==> src/rtl/riscv_lsu.sv <==
// Load/store unit: forwards ALU results to write-back after one cycle and runs one data-memory
// transaction at a time, holding the execute stage in stall until the memory acknowledges.
module riscv_lsu #(
  parameter int XLEN = 32,
  parameter int REGN = 32,
  parameter int REGA = $clog2(REGN)
) (
  input  logic              clk,
  input  logic              rst,
  input  logic              ex_valid,
  input  logic [REGA-1:0]   ex_rd,
  input  logic [XLEN-1:0]   ex_result,
  input  logic [XLEN-1:0]   ex_store_data,
  input  logic              ex_load,
  input  logic              ex_store,
  input  logic [2:0]        ex_funct3,
  output logic              stall,
  output logic              mem_req,
  output logic              mem_we,
  output logic [XLEN-1:0]   mem_addr,
  output logic [XLEN-1:0]   mem_wdata,
  output logic [XLEN/8-1:0] mem_wstrb,
  input  logic              mem_ack,
  input  logic [XLEN-1:0]   mem_rdata,
  output logic              wb_valid,
  output logic [REGA-1:0]   wb_rd,
  output logic [XLEN-1:0]   wb_data,
  output logic              exception,
  output logic [XLEN-1:0]   exception_addr
);

  typedef enum logic {S_IDLE = 1'b0, S_BUSY = 1'b1} state_t;

  state_t            r_state;
  state_t            w_state_nxt;

  logic [XLEN-1:0]   r_addr;
  logic [1:0]        r_size;
  logic              r_unsigned;
  logic [REGA-1:0]   r_rd;
  logic              r_we;
  logic [XLEN-1:0]   r_wdata;
  logic [XLEN/8-1:0] r_wstrb;

  logic              r_wb_valid;
  logic [REGA-1:0]   r_wb_rd;
  logic [XLEN-1:0]   r_wb_data;
  logic              r_exc;
  logic [XLEN-1:0]   r_exc_addr;

  logic              w_is_mem;
  logic              w_illegal;
  logic              w_misaligned;
  logic              w_accept;
  logic              w_fault;
  logic              w_start;
  logic              w_done;
  logic [XLEN-1:0]   w_st_wdata;
  logic [XLEN/8-1:0] w_st_wstrb;
  logic [XLEN-1:0]   w_lane;
  logic [XLEN-1:0]   w_ld_data;

  // Decode of the instruction presented by EX
  always_comb begin
    w_is_mem     = ex_load | ex_store;
    w_illegal    = (ex_load && ex_store) ||
                   (ex_load && (ex_funct3 == 3'b011 || ex_funct3 == 3'b110 || ex_funct3 == 3'b111)) ||
                   (ex_store && (ex_funct3[2] || ex_funct3 == 3'b011));
    w_misaligned = (ex_funct3[1:0] == 2'b01 && ex_result[0]) ||
                   (ex_funct3[1:0] == 2'b10 && ex_result[1:0] != 2'b00);
    w_accept     = (r_state == S_IDLE) && ex_valid;
    w_fault      = w_accept && w_is_mem && (w_illegal || w_misaligned);
    w_start      = w_accept && w_is_mem && !w_illegal && !w_misaligned;
    w_done       = (r_state == S_BUSY) && mem_ack;
  end

  // Store lane replication and strobes; loads never write
  always_comb begin
    w_st_wdata = ex_store_data;
    w_st_wstrb = '0;
    case (ex_funct3[1:0])
      2'b00: begin
        w_st_wdata = {4{ex_store_data[7:0]}};
        w_st_wstrb = 4'b0001 << ex_result[1:0];
      end
      2'b01: begin
        w_st_wdata = {2{ex_store_data[15:0]}};
        w_st_wstrb = ex_result[1] ? 4'b1100 : 4'b0011;
      end
      default: begin
        w_st_wdata = ex_store_data;
        w_st_wstrb = 4'b1111;
      end
    endcase
    if (!ex_store) begin
      w_st_wstrb = '0;
    end
  end

  // Load lane select and extension
  always_comb begin
    w_lane    = mem_rdata >> {r_addr[1:0], 3'b000};
    w_ld_data = w_lane;
    case (r_size)
      2'b00:   w_ld_data = r_unsigned ? {{(XLEN-8){1'b0}}, w_lane[7:0]}
                                      : {{(XLEN-8){w_lane[7]}}, w_lane[7:0]};
      2'b01:   w_ld_data = r_unsigned ? {{(XLEN-16){1'b0}}, w_lane[15:0]}
                                      : {{(XLEN-16){w_lane[15]}}, w_lane[15:0]};
      default: w_ld_data = w_lane;
    endcase
  end

  always_ff @(posedge clk or posedge rst) begin
    if (rst) begin
      r_state <= S_IDLE;
    end else begin
      r_state <= w_state_nxt;
    end
  end

  always_comb begin
    w_state_nxt = r_state;
    case (r_state)
      S_IDLE:  if (w_start) w_state_nxt = S_BUSY;
      S_BUSY:  if (mem_ack) w_state_nxt = S_IDLE;
      default: w_state_nxt = S_IDLE;
    endcase
  end

  // Request follows state directly so an async reset withdraws it at once
  always_comb begin
    stall   = (r_state == S_BUSY);
    mem_req = (r_state == S_BUSY);
  end

  always_ff @(posedge clk or posedge rst) begin
    if (rst) begin
      r_addr     <= '0;
      r_size     <= '0;
      r_unsigned <= 1'b0;
      r_rd       <= '0;
      r_we       <= 1'b0;
      r_wdata    <= '0;
      r_wstrb    <= '0;
    end else if (w_start) begin
      r_addr     <= ex_result;
      r_size     <= ex_funct3[1:0];
      r_unsigned <= ex_funct3[2];
      r_rd       <= ex_rd;
      r_we       <= ex_store;
      r_wdata    <= w_st_wdata;
      r_wstrb    <= w_st_wstrb;
    end
  end

  // Write-back and exception outputs are single-cycle pulses, zero otherwise
  always_ff @(posedge clk or posedge rst) begin
    if (rst) begin
      r_wb_valid <= 1'b0;
      r_wb_rd    <= '0;
      r_wb_data  <= '0;
      r_exc      <= 1'b0;
      r_exc_addr <= '0;
    end else begin
      r_wb_valid <= 1'b0;
      r_wb_rd    <= '0;
      r_wb_data  <= '0;
      r_exc      <= 1'b0;
      r_exc_addr <= '0;
      if (w_accept && !w_is_mem) begin
        r_wb_valid <= 1'b1;
        r_wb_rd    <= ex_rd;
        r_wb_data  <= ex_result;
      end
      if (w_fault) begin
        r_exc      <= 1'b1;
        r_exc_addr <= ex_result;
      end
      if (w_done && !r_we) begin
        r_wb_valid <= 1'b1;
        r_wb_rd    <= r_rd;
        r_wb_data  <= w_ld_data;
      end
    end
  end

  assign mem_we         = r_we;
  assign mem_addr       = {r_addr[XLEN-1:2], 2'b00};
  assign mem_wdata      = r_wdata;
  assign mem_wstrb      = r_wstrb;
  assign wb_valid       = r_wb_valid;
  assign wb_rd          = r_wb_rd;
  assign wb_data        = r_wb_data;
  assign exception      = r_exc;
  assign exception_addr = r_exc_addr;

endmodule

==> config.mk <==
export PLATFORM = sky130hd
export DESIGN_NAME = riscv_lsu
export DESIGN_NICKNAME = d
export VERILOG_FILES = /design/src/rtl/riscv_lsu.sv
export SDC_FILE = /design/constraint.sdc
export NUM_CORES = 1
export LEC_CHECK = 0
export CAP_MARGIN = 20
export CELL_PAD_IN_SITES_DETAIL_PLACEMENT = 0
export CELL_PAD_IN_SITES_GLOBAL_PLACEMENT = 1
export CORE_MARGIN = 2
export CORE_UTILIZATION = 34
export CTS_CLUSTER_SIZE = 12
export DETAILED_ROUTE_END_ITERATION = 8
export PLACE_DENSITY = 0.85
export REMOVE_ABC_BUFFERS = 1
export SLEW_MARGIN = 15
export SYNTH_ARGS = -nofsm -noshare
export SYNTH_HDL_FRONTEND = slang
export SYNTH_SLANG_ARGS = --single-unit
==> constraint.sdc <==
create_clock -name clk -period 7.1 [get_ports clk]
set_clock_uncertainty 0.15 [all_clocks]
set_input_delay 1.42 -clock clk [delete_from_list [all_inputs] [get_ports clk]]
set_output_delay 1.42 -clock clk [all_outputs]
set_load 0.005 [all_outputs]
==> run_1/placement.png <==
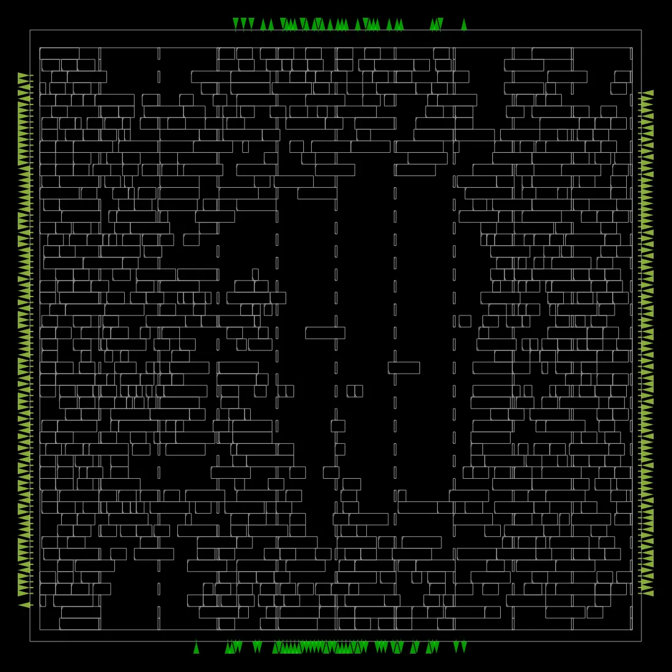
number of fillers in the final layout: 1602
row count: 50
Util after Layout: 0.515
Seq area share: 0.384
Seq cells: 149

==> run_1/clk_routes.png <==
The bar under the picture is 50 um long.
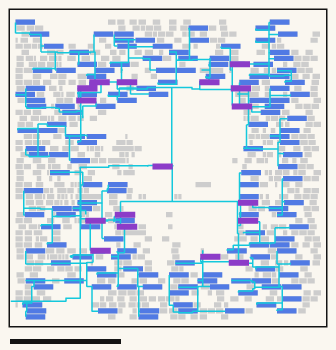
clock drivers: drawn in purple, count 17. flip-flops: drawn in blue, count 149. clock wires: drawn in cyan, length 1870 um.
There are 18 routed clock nets. Position of the flops: widely spread.
Clk Latency, worst-skew pair: 0.41 ns
Clk power: 0.000914 W
clock network power share: 0.329

==> run_1/layer_met3.png <==
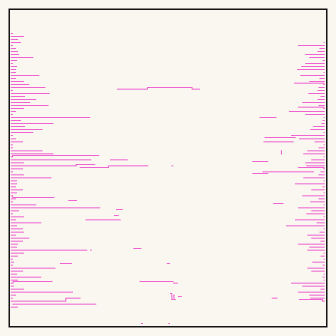
The layer holds 8.2% of the routed length. The layer carries 1530 um of wire. 197 nets have wire on it.

==> impl_metrics.json, run 1 <==
{
  "common_cells": "dfrtp_1, mux2_2, buf_4",
  "status": "complete, no violations",
  "combGateArea_sq_mm": 0.00242,
  "syn_area_sq_mm": 0.00656,
  "drcViolationCount": 0,
  "root_buffer": "clkbuf_16",
  "maxPowerGroup": "sequential cells",
  "hold_start": "r_rd[3]",
  "dp.cells": 951,
  "p_seq_frac": 0.399,
  "ff2ff_path_depth": 6,
  "grt_overflow_total": 0,
  "cp.required_ns": 7.29,
  "slowest_delay_ns": 0.77,
  "mux_area_frac": 0.201,
  "wirelength_um": 18800,
  "ys_warn_count": 0,
  "critPathMaxFanout": 9,
  "cts_hold_buf": 0,
  "clk_share": 0.0616,
  "ios": 252,
  "finalClockPeriodUsage": 0.518,
  "critPathLaunchType": "input port",
  "num-nonclk-inverters": 7,
  "clockBufferCount": 21,
  "cts_post_setup_buffers_inserted": 0,
  "viasPerCell": 4.88,
  "vias": 4797,
  "p_sw_w": 0.000728,
  "worst_slew_pin_slew_ns": 0.996,
  "crit_end": "wb_data[28]",
  "yosys-stat-area_sq_mm": 0.00656,
  "yosysTopAreaCell": "dfrtp_1",
  "most_common_cell": "dfrtp_1",
  "drive_above_1_share": 0.204,
  "dieArea_sq_mm": 0.0204,
  "path_class": "input port to flop",
  "htreeDepth": 4,
  "top_cells_by_area": "dfrtp_1, mux2_2, buf_4",
  "cp_slowest_cell": "nor3b_2",
  "crit_arrival_ns": 3.87,
  "taps": 260,
  "dp_hpwl_um": 13400,
  "diodes": 0,
  "r2r-start": "r_addr[1]",
  "cp-startpoint": "mem_ack",
  "crit_buf_inv": 1,
  "hold_viol": 0,
  "fin_nets": 821,
  "maxCapViolations": 0,
  "ir_drop_v": 0.000167,
  "layout_top_cell": "clkdlybuf4s50_1",
  "slew_headroom": 0.336,
  "finalPower_w": 0.00278,
  "ff2ff_setup_slack_ns": 4.26,
  "globalplace.congestion": 0.790,
  "die_h_um": 143,
  "swShare": 0.262,
  "comb_power_share": 0.273,
  "ys_sh_adder": 0,
  "wl_met2_um": 9110,
  "finalNonFillerCells": 984,
  "cts_resized": 0,
  "seq_power_w": 0.00111,
  "ys_cells": 496,
  "maxSlewViolCount": 0,
  "synthAoiAreaFrac": 0.0996,
  "path_cells": "clkdlybuf4s50_1 > nand3b_1 > nor3b_2 > nor2b_1 > a221o_1",
  "core_area_sq_mm": 0.0188,
  "warnings": 25,
  "wire_per_inst_um": 19.1,
  "ys_types": 36,
  "synth_area_per_cell_sq_um": 13.2,
  "top_layer": "met4",
  "grt_pass1_vias": 5044,
  "drt_iter0_markers": 168,
  "worst_slack_ns": 3.42
}
==> run_1/cell_density.png <==
The die is cut into 14 by 14 equal tiles; white is low, dark blue is high, 0 to 100% covered.
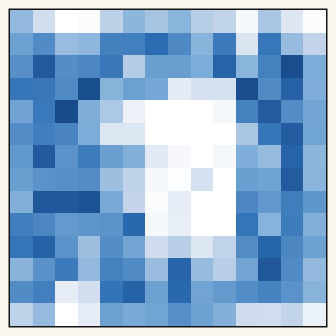

==> inputs of run 2 (changes only) <==
==> constraint.sdc (replaced) <==
create_clock -name clk -period 3.5 [get_ports clk]
set_clock_uncertainty 0.15 [all_clocks]
set_input_delay 0.7 -clock clk [delete_from_list [all_inputs] [get_ports clk]]
set_output_delay 0.7 -clock clk [all_outputs]
set_load 0.005 [all_outputs]
==> run_2/cell_density.png <==
The die is cut into 14 by 14 equal tiles; white is low, dark blue is high, 0 to 100% covered.
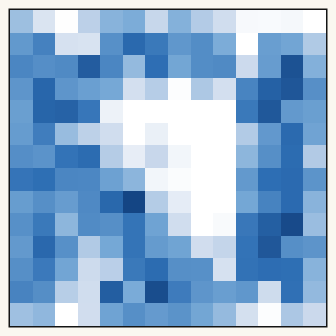
The mean over all tiles is 46%. 13% of the tiles are over 75% full. The fullest tile reaches 92%. The emptiest ninth of the die: middle. 11% of the tiles are nearly empty.

==> run 2 against run 1 <==
Critical path depth did not move; global-route usage rose by 0.36 points; sequential share of layout area barely moved; combinational power rose by 100%; worst setup slack got worse by 2.6 ns; sequential power rose by 100%; non-clock buffer count rose by 4; power rose by 100%.
==> impl_metrics.json, run 2 <==
{
  "finalClockPeriodUsage": 0.752,
  "ff2ff_path_depth": 4,
  "worst_slew_pin_slew_ns": 1.02,
  "cts_resized": 0,
  "slowest_delay_ns": 0.94,
  "dp.cells": 956,
  "row_count": 50,
  "seq_cell_count": 149,
  "p_sw_w": 0.00147,
  "crit_end": "wb_data[26]",
  "clockPowerShare": 0.320,
  "common_cells": "dfrtp_1, mux2_2, buf_4",
  "area_growth_pct": 48.1,
  "clockBufferCount": 20,
  "diodes": 0,
  "die_h_um": 143,
  "finalNonFillerCells": 988,
  "most_common_cell": "dfrtp_1",
  "htreeDepth": 4,
  "top_cell_area_share": 0.569,
  "crit_cells": 5,
  "crit_buf_inv": 1,
  "cts_buffers": 17,
  "insertion_delay_ns": 0.41,
  "vias": 4856,
  "core_area_sq_mm": 0.0188,
  "mux_area_frac": 0.201,
  "grt_antenna_before_repair": 1,
  "grt_overflow_total": 0,
  "top_cells_by_area": "dfrtp_1, mux2_2, buf_4",
  "p_seq_frac": 0.403,
  "maxPowerGroup": "sequential cells",
  "grt_pass1_wl_um": 29000,
  "layout_top_cell": "clkdlybuf4s50_1",
  "status": "complete, no violations",
  "finalPower_w": 0.00557,
  "cp-startpoint": "mem_rdata[31]",
  "synth_area_per_cell_sq_um": 13.2,
  "hold_start": "r_rd[4]",
  "cts_tree": "done",
  "ys_types": 36,
  "critPathLaunchType": "input port",
  "ir_drop_v": 0.000316,
  "maxSlewViolCount": 0,
  "yosys-stat-area_sq_mm": 0.00656,
  "fin_nets": 825,
  "path_cells": "clkdlybuf4s50_1 > mux4_2 > a2bb2oi_2 > a2111oi_4 > a221o_1",
  "warnings": 25,
  "drive_above_1_share": 0.210,
  "critPathMaxFanout": 16,
  "path_class": "input port to flop",
  "clk_share": 0.0592,
  "comb_power_share": 0.277,
  "top_layer": "met5",
  "grtUsageMet1": 0.217,
  "worst_slack_ns": 0.868,
  "ys_sh_adder": 0,
  "globalplace.congestion": 0.830,
  "cp_slowest_cell": "a2111oi_4",
  "dieArea_sq_mm": 0.0204,
  "ys_ff": 149,
  "ios": 252,
  "root_buffer": "clkbuf_16",
  "combGateArea_sq_mm": 0.00242,
  "cp.required_ns": 3.69,
  "cts_post_setup_buffers_inserted": 0,
  "num-nonclk-inverters": 7,
  "cts_hold_buf": 0,
  "slew_headroom": 0.321,
  "fin_crit_ns": 2.63,
  "wl_met2_um": 9310,
  "yosysTopAreaCell": "dfrtp_1",
  "drt_iter0_markers": 176,
  "synthAoiAreaFrac": 0.0996,
  "hold_viol": 0,
  "drcViolationCount": 0,
  "r2r-start": "r_addr[1]",
  "maxCapViolations": 0,
  "viasPerCell": 4.91,
  "dp_hpwl_um": 13900,
  "ys_warn_count": 0,
  "ys_cells": 496,
  "grt_use_met3": 0.0748,
  "swShare": 0.264,
  "wire_per_inst_um": 19.3,
  "grt_pass1_vias": 5177,
  "seq_power_w": 0.00224,
  "wirelength_um": 19000,
  "fillCellCount": 1620,
  "ff2ff_setup_slack_ns": 1.04,
  "crit_arrival_ns": 2.82,
  "syn_area_sq_mm": 0.00656
}
==> run_2/placement.png <==
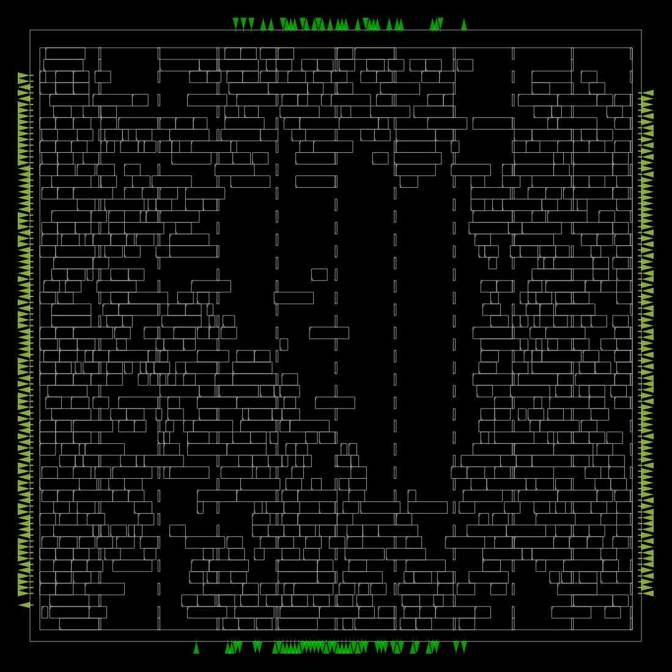
tap cells: 260
Util after Layout: 0.516
Seq area share: 0.384

Power and IR drop assume default switching activity.
